`config.mk`:
```
export PLATFORM = sky130hd
export DESIGN_NAME = one_bit_adder_flat
export DESIGN_NICKNAME = d
export VERILOG_FILES = /design/src/rtl/one_bit_adder_if.sv /design/src/rtl/one_bit_adder.sv /design/src/flat_wrapper.sv
export SDC_FILE = /design/constraint.sdc
export NUM_CORES = 1
export LEC_CHECK = 0
export CORE_MARGIN = 2
export CORE_UTILIZATION = 44
export DETAILED_ROUTE_END_ITERATION = 8
export MAX_ROUTING_LAYER = met4
export PLACE_DENSITY_LB_ADDON = 0.1
export SYNTH_ARGS = -nofsm -noshare
export SYNTH_HDL_FRONTEND = slang
export SYNTH_SLANG_ARGS = --single-unit
```
`constraint.sdc`:
```
create_clock -name clk -period 3.64 [get_ports clk]
set_input_delay 0.728 -clock clk [delete_from_list [all_inputs] [get_ports clk]]
set_output_delay 0.728 -clock clk [all_outputs]
set_load 0.05 [all_outputs]
```
`src/rtl/one_bit_adder_if.sv`:
```
// Purpose: operand/control and result bundle for the one-bit adder cell.
// Latency: none; wiring only.
// Backpressure: none; the cell accepts a bit every cycle.
interface one_bit_adder_if #(
  parameter int WORD_W = 8
);
  localparam int CNT_W = $clog2(WORD_W + 1);

  // Operand and control bits driven by the ALU side
  logic              in_1;
  logic              in_2;
  logic              c_in;
  logic              ser_en;
  logic              ser_clr;

  // Combinational, registered and serial results
  logic              sum;
  logic              c_out;
  logic              sum_q;
  logic              c_out_q;
  logic              ser_sum;
  logic              carry_q;
  logic [WORD_W-1:0] ser_word;
  logic [CNT_W-1:0]  bit_count;
  logic              ser_done;

  modport master (
    output in_1, in_2, c_in, ser_en, ser_clr,
    input  sum, c_out, sum_q, c_out_q, ser_sum, carry_q,
           ser_word, bit_count, ser_done
  );

  modport slave (
    input  in_1, in_2, c_in, ser_en, ser_clr,
    output sum, c_out, sum_q, c_out_q, ser_sum, carry_q,
           ser_word, bit_count, ser_done
  );
endinterface

```
`src/rtl/one_bit_adder.sv`:
```
// Purpose: full-adder cell with registered copies and an LSB-first bit-serial adder.
// Latency: sum/c_out/ser_sum 0 cycles; sum_q/c_out_q 1 cycle; serial word after WORD_W enables.
// Backpressure: none; once bit_count saturates, further ser_en pulses are ignored.
module one_bit_adder #(
  parameter int WORD_W = 8
) (
  input  logic            clk,
  input  logic            rst,
  one_bit_adder_if.slave  bus
);
  localparam int CNT_W = $clog2(WORD_W + 1);
  localparam logic [CNT_W-1:0] CNT_MAX = CNT_W'(WORD_W);

  logic              sum_c;
  logic              c_out_c;
  logic              ser_sum_c;
  logic              ser_carry_c;
  logic              sum_r;
  logic              c_out_r;
  logic              carry_r;
  logic [WORD_W-1:0] word_r;
  logic [CNT_W-1:0]  count_r;
  logic              full;

  assign full = (count_r == CNT_MAX);

  // Full-adder functions: plain path uses c_in, serial path uses the carry flop
  always_comb begin
    sum_c       = bus.in_1 ^ bus.in_2 ^ bus.c_in;
    c_out_c     = (bus.in_1 & bus.in_2) | (bus.in_1 & bus.c_in) | (bus.in_2 & bus.c_in);
    ser_sum_c   = bus.in_1 ^ bus.in_2 ^ carry_r;
    ser_carry_c = (bus.in_1 & bus.in_2) | (bus.in_1 & carry_r) | (bus.in_2 & carry_r);
  end

  // Registered copies of the combinational outputs
  always_ff @(posedge clk) begin
    if (rst) begin
      sum_r   <= 1'b0;
      c_out_r <= 1'b0;
    end else begin
      sum_r   <= sum_c;
      c_out_r <= c_out_c;
    end
  end

  // Serial accumulator: reset beats clear beats enable; word freezes when full
  always_ff @(posedge clk) begin
    if (rst) begin
      carry_r <= 1'b0;
      word_r  <= '0;
      count_r <= '0;
    end else if (bus.ser_clr) begin
      carry_r <= bus.c_in;
      word_r  <= '0;
      count_r <= '0;
    end else if (bus.ser_en && !full) begin
      carry_r <= ser_carry_c;
      word_r  <= {ser_sum_c, word_r[WORD_W-1:1]};
      count_r <= count_r + CNT_W'(1);
    end
  end

  assign bus.sum       = sum_c;
  assign bus.c_out     = c_out_c;
  assign bus.ser_sum   = ser_sum_c;
  assign bus.sum_q     = sum_r;
  assign bus.c_out_q   = c_out_r;
  assign bus.carry_q   = carry_r;
  assign bus.ser_word  = word_r;
  assign bus.bit_count = count_r;
  assign bus.ser_done  = full;

endmodule

```
`src/flat_wrapper.sv`:
```
// flat-port wrapper written by rule: the top's interface ports become plain ports
module one_bit_adder_flat 
#(
  parameter int WORD_W = 8
)
  (clk, rst, bus_in_1, bus_in_2, bus_c_in, bus_ser_en, bus_ser_clr, bus_sum, bus_c_out, bus_sum_q, bus_c_out_q, bus_ser_sum, bus_carry_q, bus_ser_word, bus_bit_count, bus_ser_done);
  one_bit_adder_if #(.WORD_W(WORD_W)) bus_i ();
  input  logic clk;
  input  logic rst;
  input wire logic [$bits(bus_i.in_1)-1:0] bus_in_1;
  input wire logic [$bits(bus_i.in_2)-1:0] bus_in_2;
  input wire logic [$bits(bus_i.c_in)-1:0] bus_c_in;
  input wire logic [$bits(bus_i.ser_en)-1:0] bus_ser_en;
  input wire logic [$bits(bus_i.ser_clr)-1:0] bus_ser_clr;
  output wire logic [$bits(bus_i.sum)-1:0] bus_sum;
  output wire logic [$bits(bus_i.c_out)-1:0] bus_c_out;
  output wire logic [$bits(bus_i.sum_q)-1:0] bus_sum_q;
  output wire logic [$bits(bus_i.c_out_q)-1:0] bus_c_out_q;
  output wire logic [$bits(bus_i.ser_sum)-1:0] bus_ser_sum;
  output wire logic [$bits(bus_i.carry_q)-1:0] bus_carry_q;
  output wire logic [$bits(bus_i.ser_word)-1:0] bus_ser_word;
  output wire logic [$bits(bus_i.bit_count)-1:0] bus_bit_count;
  output wire logic [$bits(bus_i.ser_done)-1:0] bus_ser_done;
  assign bus_i.in_1 = bus_in_1;
  assign bus_i.in_2 = bus_in_2;
  assign bus_i.c_in = bus_c_in;
  assign bus_i.ser_en = bus_ser_en;
  assign bus_i.ser_clr = bus_ser_clr;
  assign bus_sum = bus_i.sum;
  assign bus_c_out = bus_i.c_out;
  assign bus_sum_q = bus_i.sum_q;
  assign bus_c_out_q = bus_i.c_out_q;
  assign bus_ser_sum = bus_i.ser_sum;
  assign bus_carry_q = bus_i.carry_q;
  assign bus_ser_word = bus_i.ser_word;
  assign bus_bit_count = bus_i.bit_count;
  assign bus_ser_done = bus_i.ser_done;
  one_bit_adder #(.WORD_W(WORD_W)) u_core (.clk(clk), .rst(rst), .bus(bus_i));
endmodule
```
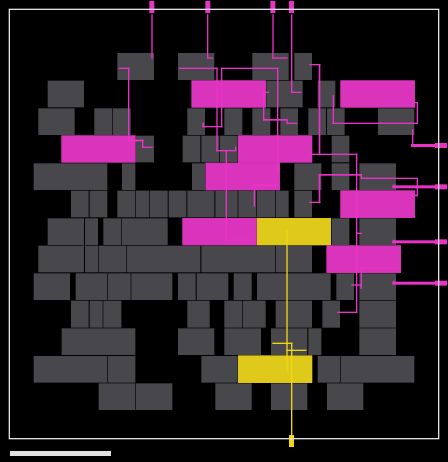
**Above:** nets reached from selected ports.
Scale bar: 10 µm.
| color | port | bits | direction | edge | end cells | buffers | wire |
|---|---|---|---|---|---|---|---|
| yellow | bus_in_2 | 1 | input | bottom | 2 | 1 | 26.6 µm |
| magenta | bus_ser_word | 8 | output | 4 right, 4 top | 8 | 8 | 179 µm |
number of input and output port buffers inserted: 25
number of ports placed on the die boundary: 26

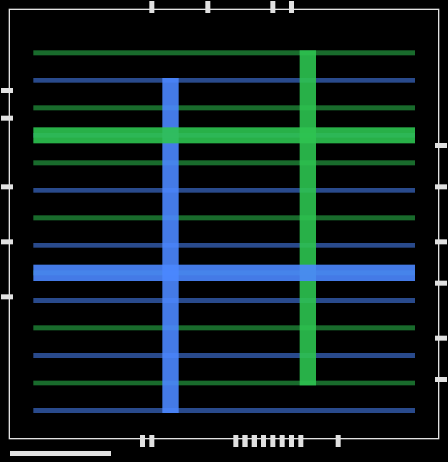
**Above:** supply network.
Scale bar: 10 µm. Pins as bars on the die edge.
| color | net |
|---|---|
| green | VDD |
| blue | VSS |
signal pins: 26
rows: 13
met1 rails: 14
met4 straps: 2
met5 straps: 2

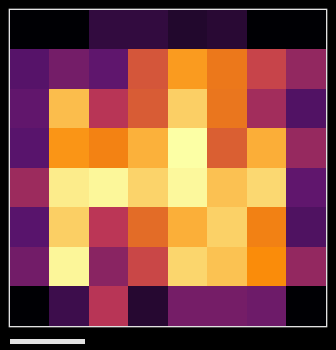
**Above:** local utilization.
Scale bar: 10 µm. 8 x 8 tiles, from black (low) to pale yellow (high), 0 to 100% covered.
fullest tile: 100%
mean over tiles: 50%
nearly empty tiles: 9.4%
tiles over 75% full: 30%
emptiest ninth of the die: top left
FP Core Util: 48.41%
fraction of the core area covered by cells at the end of the flow: 68.95%
core box area: 0.001334 mm²

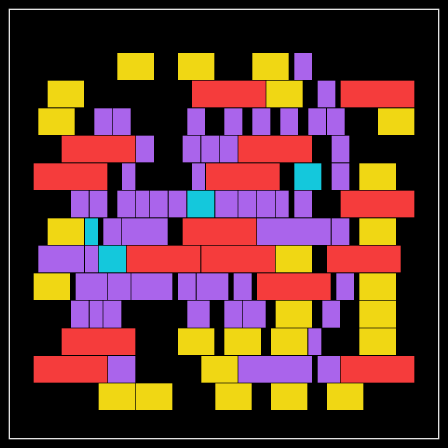
**Above:** placed cells, one color a class.
| color | class | cells | share of their area |
|---|---|---|---|
| purple | remaining logic cells | 53 | 36% |
| red | registers | 15 | 33% |
| cyan | clock drivers and dummy loads | 4 | 2.9% |
| yellow | remaining buffers and delay cells | 25 | 28% |

==> notes.md <==
fresh numbers from the pnr run: status=finished clean, Ant. Diodes=0, fraction of final layout cells with drive strength greater than 1=6.186%, cells after synthesis=73, final-layout setup total negative slack=0 ns, fill cell count=between 100 and 150, r2r startpoint=u_core.bus.bit_count[0], combinational fraction of design power=22.2%, clock tree from TritonCTS=done, total number of vias=623, Antenna Violating Nets Remaining=0, category of the most critical setup path=input port to primary output, Achievable Freq=301.2 MHz, worst flop-to-flop path endpoint=u_core.bus.bit_count[2], total CTS buffers=3, number of failing setup endpoints in the final timing report=0, maximum clock skew at final layout=0.008770 ns, most used logic cell in the final layout=clkdlybuf4s50_1, worst hold-check slack=0.4831 ns, Nets=109, mean instance size in the synthesized netlist=8.844 µm², final tally of max-slew violations=0, clk sinks=15, post-CTS resize count=0, Sw Pwr=~100 µW, vias in the first global route=598, Die X=42.31 µm, standard-cell row count=13, detailed-router iteration count before antenna repair=4, maximum number of pins on one net before global-route repair=14, number of cell instances on the worst register-to-register path=6, data required time of the critical path=2.91 ns, sw frac=30.04%, area delta synth->final=42.44%, Overflow after GRT=0, share of total power in the clock network=27.4%, yosys cell count=73, reported leakage power=between 0.0003 and 0.0004 µW, count of tool warnings=27, FF+latch count, synth=15, Unique cell types=20, total power divided by cell area=368.6 mW/mm², Worst-path clk slew=0.09 ns, P_int=237.2 µW, category of the worst setup path launch point=input port, IR drop worst, VDD=approximately 0.00025 V, total of max-cap violations=0, wire length of the first global-routing pass=~2.6 mm, YS chip area=645.6 µm², overall global routing resource usage=19.34%, period utilization=91.22%, clock latency reported for the late side of the worst-skew pair=0.28 ns, top logic cells by instance count in the layout=25 x clkdlybuf4s50_1, 15 x dfxtp_1, 12 x o21ai_0, type of the worst min-delay path=flip-flop to flip-flop, estimated wirelength of the detail-placed design=roughly 1.1 mm, Worst R2R Setup Slack=1.89 ns, final weighted congestion in routability-driven placement=0.6890, Worst Path Arrival=between 2 and 3 ns, Area after DPL=893.4 µm², Tmin final=3.321 ns, crit path max fanout=2, DRC viols=0, Clk Tree Root Cell=clkbuf_4, number of warnings printed during yosys synthesis=0, total die area=0.001790 mm², Worst Tran Pin Value=0.5060 ns, cell area after synthesis=645.6 µm², Max transition margin=66.16%, DRC marker count from the first detailed-route iteration=13, net count after synthesis=~84, fin area=919.6 µm², RSZ-0062 raised after global routing=no, setup bufs post-CTS=0, number of levels the H-tree was split into=1, worst-case clock buffer depth=2, antenna violations before repair=0, register share after synthesis=46.51%, quantity of hold-fixing buffers added after cts=0, overall die height=42.31 µm, critical path capture point=bus_ser_sum, wire length per cell=14.08 µm, drt total wl=1.577 mm, critical path capture point type=primary output, share of total power in sequential cells=50.4%, post-detailed-route via-to-cell ratio=approximately 5.6, Setup crit start=bus_in_2, final hold violations=0
## per-layer routing
metal	wire, µm	part of all wire, %	global-route usage, %
met4	12	0.76	3.750
met3	116	7.4	6.466
met2	824	52	33.54
met1	623	40	21.66
met5	0	0	-
## cells by family after synthesis
kind of cell             Yosys count  synth area share [%]
adder cells (fa/ha/maj)            4                 10.08
buffers and inverters             11                 6.781
XOR/XNOR                           1                 1.357
AND-OR/OR-AND                     25                 20.16
flip-flops                        15                 46.51
AND/OR/NAND/NOR                   17                 15.12
## worst max-delay path, stage by stage
cell,delay [ns]
clkdlybuf4s50_1,0.47
fa_1,0.57
clkdlybuf4s50_1,0.82
## power groups by stage
stage	clock, µW	combinational [µW]	sequential, µW
2_1_floorplan	0	34.4	189
3_3_place_gp	0	73.5	175
3_5_place_dp	0	75.0	175
4_1_cts	95.5	75.0	171
5_1_grt	102	78.6	172
6_report	93.0	75.1	171
## synth_stat cells
master | count | area (µm²)
clkinv_1 | 1 | 3.750
nand3b_2 | 1 | 11.26
clkbuf_1 | 3 | 11.26
nand4_1 | 1 | 6.260
ha_1 | 2 | 25.02
fa_1 | 2 | 40.04
inv_2 | 1 | 3.750
o21ai_0 | 12 | 60.06
or4_1 | 1 | 7.510
dfxtp_1 | 15 | 300.3
a21oi_1 | 11 | 55.05
xor2_1 | 1 | 8.760
buf_2 | 2 | 10.01
nand3_1 | 10 | 50.05
nor2_1 | 1 | 3.750
or2_2 | 1 | 6.260
a31oi_1 | 1 | 6.260
inv_1 | 4 | 15.01
nor2b_1 | 2 | 12.51
a221oi_1 | 1 | 8.760
## worst min-delay path by stage
stage | from | to | slack (ns) | cells after the start
5_1_grt | u_core.bus.ser_word[3] | u_core.bus.ser_word[2] | 0.51 | 2
2_1_floorplan | u_core.bus.ser_word[1] | u_core.bus.ser_word[0] | 0.69 | 2
3_5_place_dp | u_core.bus.ser_word[4] | u_core.bus.ser_word[3] | 0.47 | 2
3_3_place_gp | u_core.bus.ser_word[0] | u_core.bus.ser_word[0] | 0.46 | 2
6_report | u_core.bus.ser_word[5] | u_core.bus.ser_word[4] | 0.48 | 2
4_1_cts | u_core.bus.ser_word[4] | u_core.bus.ser_word[3] | 0.49 | 2
## flip-flops by register name, indices dropped and copies added (netlist names)
signal                cells
u_core.bus.bit_count      4
u_core.bus.c_out_q        1
u_core.bus.carry_q        1
u_core.bus.ser_word       8
u_core.bus.sum_q          1
## stage by stage
stage               power (µW)  utilization [%]  cells  setup slack [ns]
floorplan                223.1                -     73             1.332
global placement         248.2            66.98    108            0.3741
detailed placement       249.8            66.98    108            0.3223
CTS                      341.5            68.95    112            0.3207
global route             352.1            68.95    112            0.2715
finish                   339.0            68.95    112            0.3195
## final cells by class
cell class | count | area, µm² | share of cell area [%]
clock buffers | 4 | 26.28 | 2.857
multi-input cells | 47 | 301.5 | 32.79
inverters | 6 | 22.52 | 2.449
well taps | 15 | 18.77 | 2.041
repair buffers | 25 | 250.2 | 27.21
flip-flops and latches | 15 | 300.3 | 32.65
Power is estimated from default activity; no workload was simulated.
